<file path="config.mk">
export PLATFORM = sky130hd
export DESIGN_NAME = memory_arbiter_flat
export DESIGN_NICKNAME = d
export VERILOG_FILES = /design/src/rtl/memory_pkg.sv /design/src/rtl/memory_arbiter_if.sv /design/src/rtl/arbiter_priority.sv /design/src/rtl/memory_arbiter.sv /design/src/flat_wrapper.sv
export SDC_FILE = /design/constraint.sdc
export NUM_CORES = 1
export LEC_CHECK = 0
export CORE_AREA = 2 2 106 108
export DETAILED_ROUTE_END_ITERATION = 10
export DIE_AREA = 0 0 108 110
export MAX_ROUTING_LAYER = met4
export SLEW_MARGIN = 5
export SYNTH_ARGS = -nofsm -noshare
export SYNTH_HDL_FRONTEND = slang
export SYNTH_SLANG_ARGS = --single-unit
</file>
<file path="constraint.sdc">
create_clock -name clk -period 1.8 [get_ports clk]
set_clock_uncertainty 0.15 [all_clocks]
set_input_delay 0.36 -clock clk [delete_from_list [all_inputs] [get_ports clk]]
set_output_delay 0.36 -clock clk [all_outputs]
set_load 0.005 [all_outputs]
</file>
<file path="src/rtl/memory_pkg.sv">
// memory_pkg: shared constants and types for the memory arbiter slice.
//   DEFAULT_DEPTH           RAM size in 32-bit words
//   DEFAULT_MAX_DATA_STREAK consecutive contended data grants before fetch wins
//   WORD_W                  data/address word width
//   lock_e                  lock FSM state encoding
//   REQ_FETCH / REQ_DATA    requester ids, also bit positions in the grant vector
package memory_pkg;

    localparam int DEFAULT_DEPTH = 8192;
    localparam int DEFAULT_MAX_DATA_STREAK = 4;
    localparam int WORD_W = 32;

    typedef enum logic {
        OPEN   = 1'b0,
        LOCKED = 1'b1
    } lock_e;

    localparam logic REQ_FETCH = 1'b0;
    localparam logic REQ_DATA  = 1'b1;

endpackage

</file>
<file path="src/rtl/memory_arbiter_if.sv">
// memory_arbiter_if: request/response and RAM pins shared by the arbiter.
//   if_req_* / if_rsp_*  instruction-fetch requester
//   d_req_*  / d_rsp_*   load/store requester
//   ram_*                single-port RAM pins
//   slave  modport: arbiter side
//   master modport: requesters plus RAM side
interface memory_arbiter_if;
    import memory_pkg::*;

    logic              if_req_valid;
    logic              if_req_ready;
    logic [WORD_W-1:0] if_req_addr;
    logic              if_rsp_valid;
    logic [WORD_W-1:0] if_rsp_data;
    logic              if_rsp_err;

    logic              d_req_valid;
    logic              d_req_ready;
    logic [WORD_W-1:0] d_req_addr;
    logic              d_req_we;
    logic [WORD_W-1:0] d_req_wdata;
    logic              d_req_lock;
    logic              d_rsp_valid;
    logic [WORD_W-1:0] d_rsp_data;
    logic              d_rsp_err;

    logic [WORD_W-1:0] ram_a;
    logic [WORD_W-1:0] ram_din;
    logic              ram_rw;
    logic [WORD_W-1:0] ram_dout;

    modport slave (
        input  if_req_valid, if_req_addr,
        output if_req_ready, if_rsp_valid, if_rsp_data, if_rsp_err,
        input  d_req_valid, d_req_addr, d_req_we, d_req_wdata, d_req_lock,
        output d_req_ready, d_rsp_valid, d_rsp_data, d_rsp_err,
        output ram_a, ram_din, ram_rw,
        input  ram_dout
    );

    modport master (
        output if_req_valid, if_req_addr,
        input  if_req_ready, if_rsp_valid, if_rsp_data, if_rsp_err,
        output d_req_valid, d_req_addr, d_req_we, d_req_wdata, d_req_lock,
        input  d_req_ready, d_rsp_valid, d_rsp_data, d_rsp_err,
        input  ram_a, ram_din, ram_rw,
        output ram_dout
    );

endinterface

</file>
<file path="src/rtl/arbiter_priority.sv">
// arbiter_priority: combinational grant selection between fetch and data.
//   if_valid, d_valid  request valids
//   lock               lock FSM state; LOCKED shuts fetch out
//   streak             consecutive contended data grants so far
//   grant              one-hot-or-zero grant, indexed by REQ_FETCH / REQ_DATA
//   streak_next        streak value for the next cycle
module arbiter_priority
    import memory_pkg::*;
#(
    parameter int MAX_DATA_STREAK = DEFAULT_MAX_DATA_STREAK
) (
    input  logic       if_valid,
    input  logic       d_valid,
    input  lock_e      lock,
    input  logic [3:0] streak,
    output logic [1:0] grant,
    output logic [3:0] streak_next
);

    logic cap;

    always_comb begin
        cap = streak >= 4'(MAX_DATA_STREAK);
        grant = 2'b00;
        streak_next = 4'd0;
        if (lock == LOCKED) begin
            grant[REQ_DATA] = d_valid;
            streak_next = streak;
        end else begin
            // Data wins contention until the streak reaches the cap.
            grant[REQ_FETCH] = if_valid && !(d_valid && !cap);
            grant[REQ_DATA] = d_valid && !(if_valid && cap);
            streak_next = (if_valid && d_valid && !cap) ? streak + 4'd1 : 4'd0;
        end
    end

endmodule

</file>
<file path="src/rtl/memory_arbiter.sv">
// memory_arbiter: shares one single-port RAM between fetch and load/store paths.
//   clk    system clock, rising edge
//   rst_n  asynchronous active-low reset
//   bus    request/response handshakes and RAM pins (slave modport)
// One grant per cycle; the granted side sees its response exactly one cycle
// later, with read data taken straight from ram_dout in that cycle.
module memory_arbiter
    import memory_pkg::*;
#(
    parameter int DEPTH = DEFAULT_DEPTH,
    parameter int MAX_DATA_STREAK = DEFAULT_MAX_DATA_STREAK
) (
    input logic             clk,
    input logic             rst_n,
    memory_arbiter_if.slave bus
);

    lock_e             lock_q, lock_d;
    logic [3:0]        streak_q, streak_d;
    logic [1:0]        grant_raw;
    logic              gf, gd;
    logic              f_oor, d_oor;
    logic              rsp_valid_q, rsp_err_q, rsp_side_q, rsp_we_q;
    logic [WORD_W-1:0] rsp_data;

    arbiter_priority #(.MAX_DATA_STREAK(MAX_DATA_STREAK)) u_prio (
        .if_valid    (bus.if_req_valid),
        .d_valid     (bus.d_req_valid),
        .lock        (lock_q),
        .streak      (streak_q),
        .grant       (grant_raw),
        .streak_next (streak_d)
    );

    // Grants are masked while reset is held so readys and RAM pins stay idle.
    assign gf = grant_raw[REQ_FETCH] && rst_n;
    assign gd = grant_raw[REQ_DATA] && rst_n;
    assign f_oor = bus.if_req_addr >= 32'(DEPTH);
    assign d_oor = bus.d_req_addr >= 32'(DEPTH);

    assign bus.if_req_ready = gf;
    assign bus.d_req_ready = gd;

    assign bus.ram_a = gd ? bus.d_req_addr : gf ? bus.if_req_addr : '0;
    assign bus.ram_din = gd ? bus.d_req_wdata : '0;
    assign bus.ram_rw = gd && bus.d_req_we && !d_oor;

    // Lock follows d_req_lock on every data grant, in range or not.
    always_comb begin
        lock_d = lock_q;
        if (gd) lock_d = bus.d_req_lock ? LOCKED : OPEN;
    end

    always_ff @(posedge clk or negedge rst_n) begin
        if (!rst_n) begin
            lock_q <= OPEN;
            streak_q <= 4'd0;
            rsp_valid_q <= 1'b0;
            rsp_err_q <= 1'b0;
            rsp_side_q <= REQ_FETCH;
            rsp_we_q <= 1'b0;
        end else begin
            lock_q <= lock_d;
            streak_q <= streak_d;
            rsp_valid_q <= gf || gd;
            rsp_err_q <= gd ? d_oor : (gf && f_oor);
            rsp_side_q <= gd ? REQ_DATA : REQ_FETCH;
            rsp_we_q <= gd && bus.d_req_we;
        end
    end

    // Writes and errors return zero data.
    assign rsp_data = (rsp_valid_q && !rsp_err_q && !rsp_we_q) ? bus.ram_dout : '0;

    assign bus.if_rsp_valid = rsp_valid_q && (rsp_side_q == REQ_FETCH);
    assign bus.if_rsp_err = bus.if_rsp_valid && rsp_err_q;
    assign bus.if_rsp_data = bus.if_rsp_valid ? rsp_data : '0;

    assign bus.d_rsp_valid = rsp_valid_q && (rsp_side_q == REQ_DATA);
    assign bus.d_rsp_err = bus.d_rsp_valid && rsp_err_q;
    assign bus.d_rsp_data = bus.d_rsp_valid ? rsp_data : '0;

endmodule

</file>
<file path="src/flat_wrapper.sv">
// flat-port wrapper written by rule: the top's interface ports become plain ports
module memory_arbiter_flat import memory_pkg::*;
#(
    parameter int DEPTH = DEFAULT_DEPTH,
    parameter int MAX_DATA_STREAK = DEFAULT_MAX_DATA_STREAK
)
  (clk, rst_n, bus_if_req_valid, bus_if_req_addr, bus_if_req_ready, bus_if_rsp_valid, bus_if_rsp_data, bus_if_rsp_err, bus_d_req_valid, bus_d_req_addr, bus_d_req_we, bus_d_req_wdata, bus_d_req_lock, bus_d_req_ready, bus_d_rsp_valid, bus_d_rsp_data, bus_d_rsp_err, bus_ram_a, bus_ram_din, bus_ram_rw, bus_ram_dout);
  memory_arbiter_if bus_i ();
  input logic clk;
  input logic rst_n;
  input wire logic [$bits(bus_i.if_req_valid)-1:0] bus_if_req_valid;
  input wire logic [$bits(bus_i.if_req_addr)-1:0] bus_if_req_addr;
  output wire logic [$bits(bus_i.if_req_ready)-1:0] bus_if_req_ready;
  output wire logic [$bits(bus_i.if_rsp_valid)-1:0] bus_if_rsp_valid;
  output wire logic [$bits(bus_i.if_rsp_data)-1:0] bus_if_rsp_data;
  output wire logic [$bits(bus_i.if_rsp_err)-1:0] bus_if_rsp_err;
  input wire logic [$bits(bus_i.d_req_valid)-1:0] bus_d_req_valid;
  input wire logic [$bits(bus_i.d_req_addr)-1:0] bus_d_req_addr;
  input wire logic [$bits(bus_i.d_req_we)-1:0] bus_d_req_we;
  input wire logic [$bits(bus_i.d_req_wdata)-1:0] bus_d_req_wdata;
  input wire logic [$bits(bus_i.d_req_lock)-1:0] bus_d_req_lock;
  output wire logic [$bits(bus_i.d_req_ready)-1:0] bus_d_req_ready;
  output wire logic [$bits(bus_i.d_rsp_valid)-1:0] bus_d_rsp_valid;
  output wire logic [$bits(bus_i.d_rsp_data)-1:0] bus_d_rsp_data;
  output wire logic [$bits(bus_i.d_rsp_err)-1:0] bus_d_rsp_err;
  output wire logic [$bits(bus_i.ram_a)-1:0] bus_ram_a;
  output wire logic [$bits(bus_i.ram_din)-1:0] bus_ram_din;
  output wire logic [$bits(bus_i.ram_rw)-1:0] bus_ram_rw;
  input wire logic [$bits(bus_i.ram_dout)-1:0] bus_ram_dout;
  assign bus_i.if_req_valid = bus_if_req_valid;
  assign bus_i.if_req_addr = bus_if_req_addr;
  assign bus_if_req_ready = bus_i.if_req_ready;
  assign bus_if_rsp_valid = bus_i.if_rsp_valid;
  assign bus_if_rsp_data = bus_i.if_rsp_data;
  assign bus_if_rsp_err = bus_i.if_rsp_err;
  assign bus_i.d_req_valid = bus_d_req_valid;
  assign bus_i.d_req_addr = bus_d_req_addr;
  assign bus_i.d_req_we = bus_d_req_we;
  assign bus_i.d_req_wdata = bus_d_req_wdata;
  assign bus_i.d_req_lock = bus_d_req_lock;
  assign bus_d_req_ready = bus_i.d_req_ready;
  assign bus_d_rsp_valid = bus_i.d_rsp_valid;
  assign bus_d_rsp_data = bus_i.d_rsp_data;
  assign bus_d_rsp_err = bus_i.d_rsp_err;
  assign bus_ram_a = bus_i.ram_a;
  assign bus_ram_din = bus_i.ram_din;
  assign bus_ram_rw = bus_i.ram_rw;
  assign bus_i.ram_dout = bus_ram_dout;
  memory_arbiter #(.DEPTH(DEPTH), .MAX_DATA_STREAK(MAX_DATA_STREAK)) u_core (.clk(clk), .rst_n(rst_n), .bus(bus_i));
endmodule
</file>
Placed standard cells:
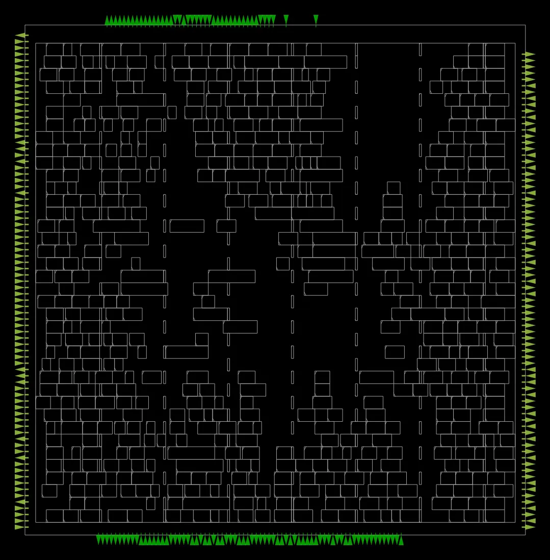
count of flip-flops and latches: 9
Cell Rows: 38
fraction of area in registers: 0.03978

Wiring by layer:
(3 px per um) Only two layers are drawn.
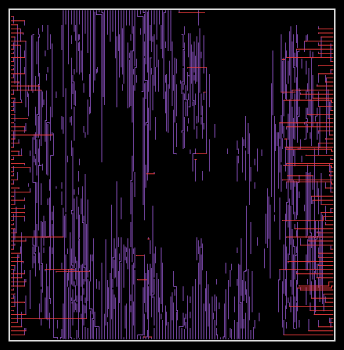
met2: marked purple, wire length 6690 um. met3: marked red, wire length 893 um.
via count of the routed design: 2942
Total Routed Length: 11630 um
drt wl/cell: 16.87 um
overall fraction of global-route tracks in use: 0.1756

Signal metal coverage by tile:
(2 px per um) 22 x 22 tiles, from dark purple (low) to yellow (high), scaled to the fullest tile. Values are wire area over tile area, all layers added.
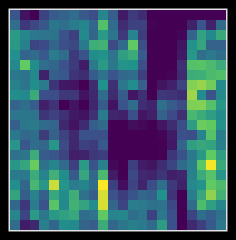
20% of the tiles are over half the peak. The densest ninth of the die: south-west. The mean over all tiles is 0.16.

==> results.rst <==
Flow metrics
------------

.. list-table::
   :header-rows: 1

   * - Metric
     - Value
   * - Power Density
     - approximately 280 mW/mm^2
   * - Violations in the final reports
     - setup timing
   * - Power drawn by the clock network
     - 0.233 mW
   * - First-iteration detailed-routing DRC count
     - roughly 69
   * - Chip area estimate from yosys synthesis
     - 0.001478 sq mm
   * - Chip footprint
     - approximately 0.012 sq mm
   * - Comb. cell area
     - around 0.0015 sq mm
   * - Final Worst Setup Slack
     - -0.5187 ns
   * - Area share of xor/xnor cells in the synthesized design
     - 0
   * - Height of the die
     - 110 um
   * - Static power due to leakage
     - approximately 2.8 nW
   * - Fraction of area in clock buffers and inverters
     - 0.008132
   * - Repair and plain buffers
     - 367
   * - Mi-comb count
     - 167
   * - Arr. time, crit path
     - 1.81 ns
   * - Commonest cells in the synthesized netlist
     - and2_1 (100), a22o_1 (32), dfrtp_1 (9), nor4_1 (9), buf_2 (8)
   * - Simple-gate portion of the synthesized area
     - 0.5504
   * - Final-report max-slew violation count
     - 0
   * - Reg2Reg Capture Point
     - u_core.streak_q[0]
   * - Area of the core
     - between 0.01 and 0.015 sq mm
   * - Ordered list of cells on the worst path
     - nand2b_4 > o211ai_4 > inv_6 > buf_12 > buf_12 > a22o_1 > buf_2
   * - Average via count per standard cell
     - between 4 and 5
   * - Total stage count of the critical path
     - 7
   * - Maximum number of buffers from clock root to sink
     - 2
   * - Post-Synthesis Net Count
     - about 330
   * - Comb. pwr
     - around 1.1 mW
   * - Post-CTS setup buffer count
     - approximately 57
   * - Mux share
     - 0.01016
   * - Largest Register
     - u_core.streak_q
   * - Capturing element of the worst setup path
     - bus_ram_a[23]
   * - Outcome
     - finished, violations left
   * - Max-cap viol count
     - 0
   * - Number of nets with antenna violations after routing
     - 0
   * - Net load switching power
     - about 0.45 mW
   * - Footprint of the flip-flops and latches
     - 226.5 sq um
   * - Top_reg_cell synth
     - dfrtp_1
   * - AO/OA Area Share
     - 0.2159
   * - Final core area utilization
     - 0.5322
   * - Setup violators final
     - roughly 130
   * - Horizontal die size
     - roughly 110 um
   * - Cell group occupying the most layout area
     - non-clock buffers
   * - Post-Place Cell Area
     - 0.004487 sq mm
   * - Worst hold margin
     - 0.1512 ns
   * - OpenROAD warnings
     - 28
   * - CP bufs+invs
     - 4
   * - Routability Congestion
     - a little over 0.8
Gate families picked out:
(3 px per um)
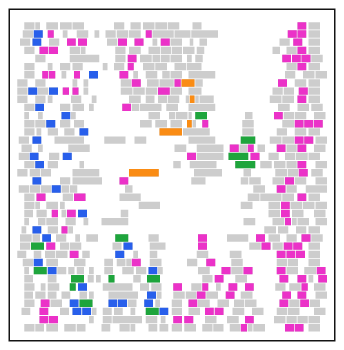
AND and OR gates: marked magenta, cells 106, most used and2_4, where widely spread. NOR gates: marked green, cells 13, most used nor4_2. inverting AOI/OAI gates: marked orange, cells 5, most used o21ai_0. AND-OR and OR-AND gates: marked blue, cells 32, most used a22o_1.
count of placed standard cells in the final layout, fillers left out: 689
most frequently placed logic cell in the final layout: buf_6
Comb area share: 0.2607

Close-up of the layout:
Region (39, 40) to (69, 70) um. Cells in gray, sequential cells in the stronger gray; small squares are vias.
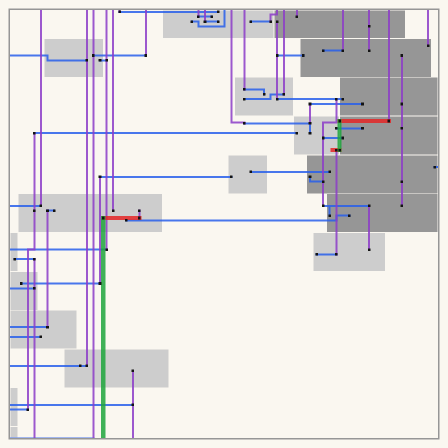
met2: marked purple. met3: marked red. met1: marked blue. met4: marked green.
Most frequent: dfrtp_1 (5), buf_4 (2), buf_12 (2). 16 logic cells have their middle in the window. Netlist names of flops here include `u_core.streak_q` (2). Sequential cells in the window: 6.

Power and IR drop assume default switching activity.
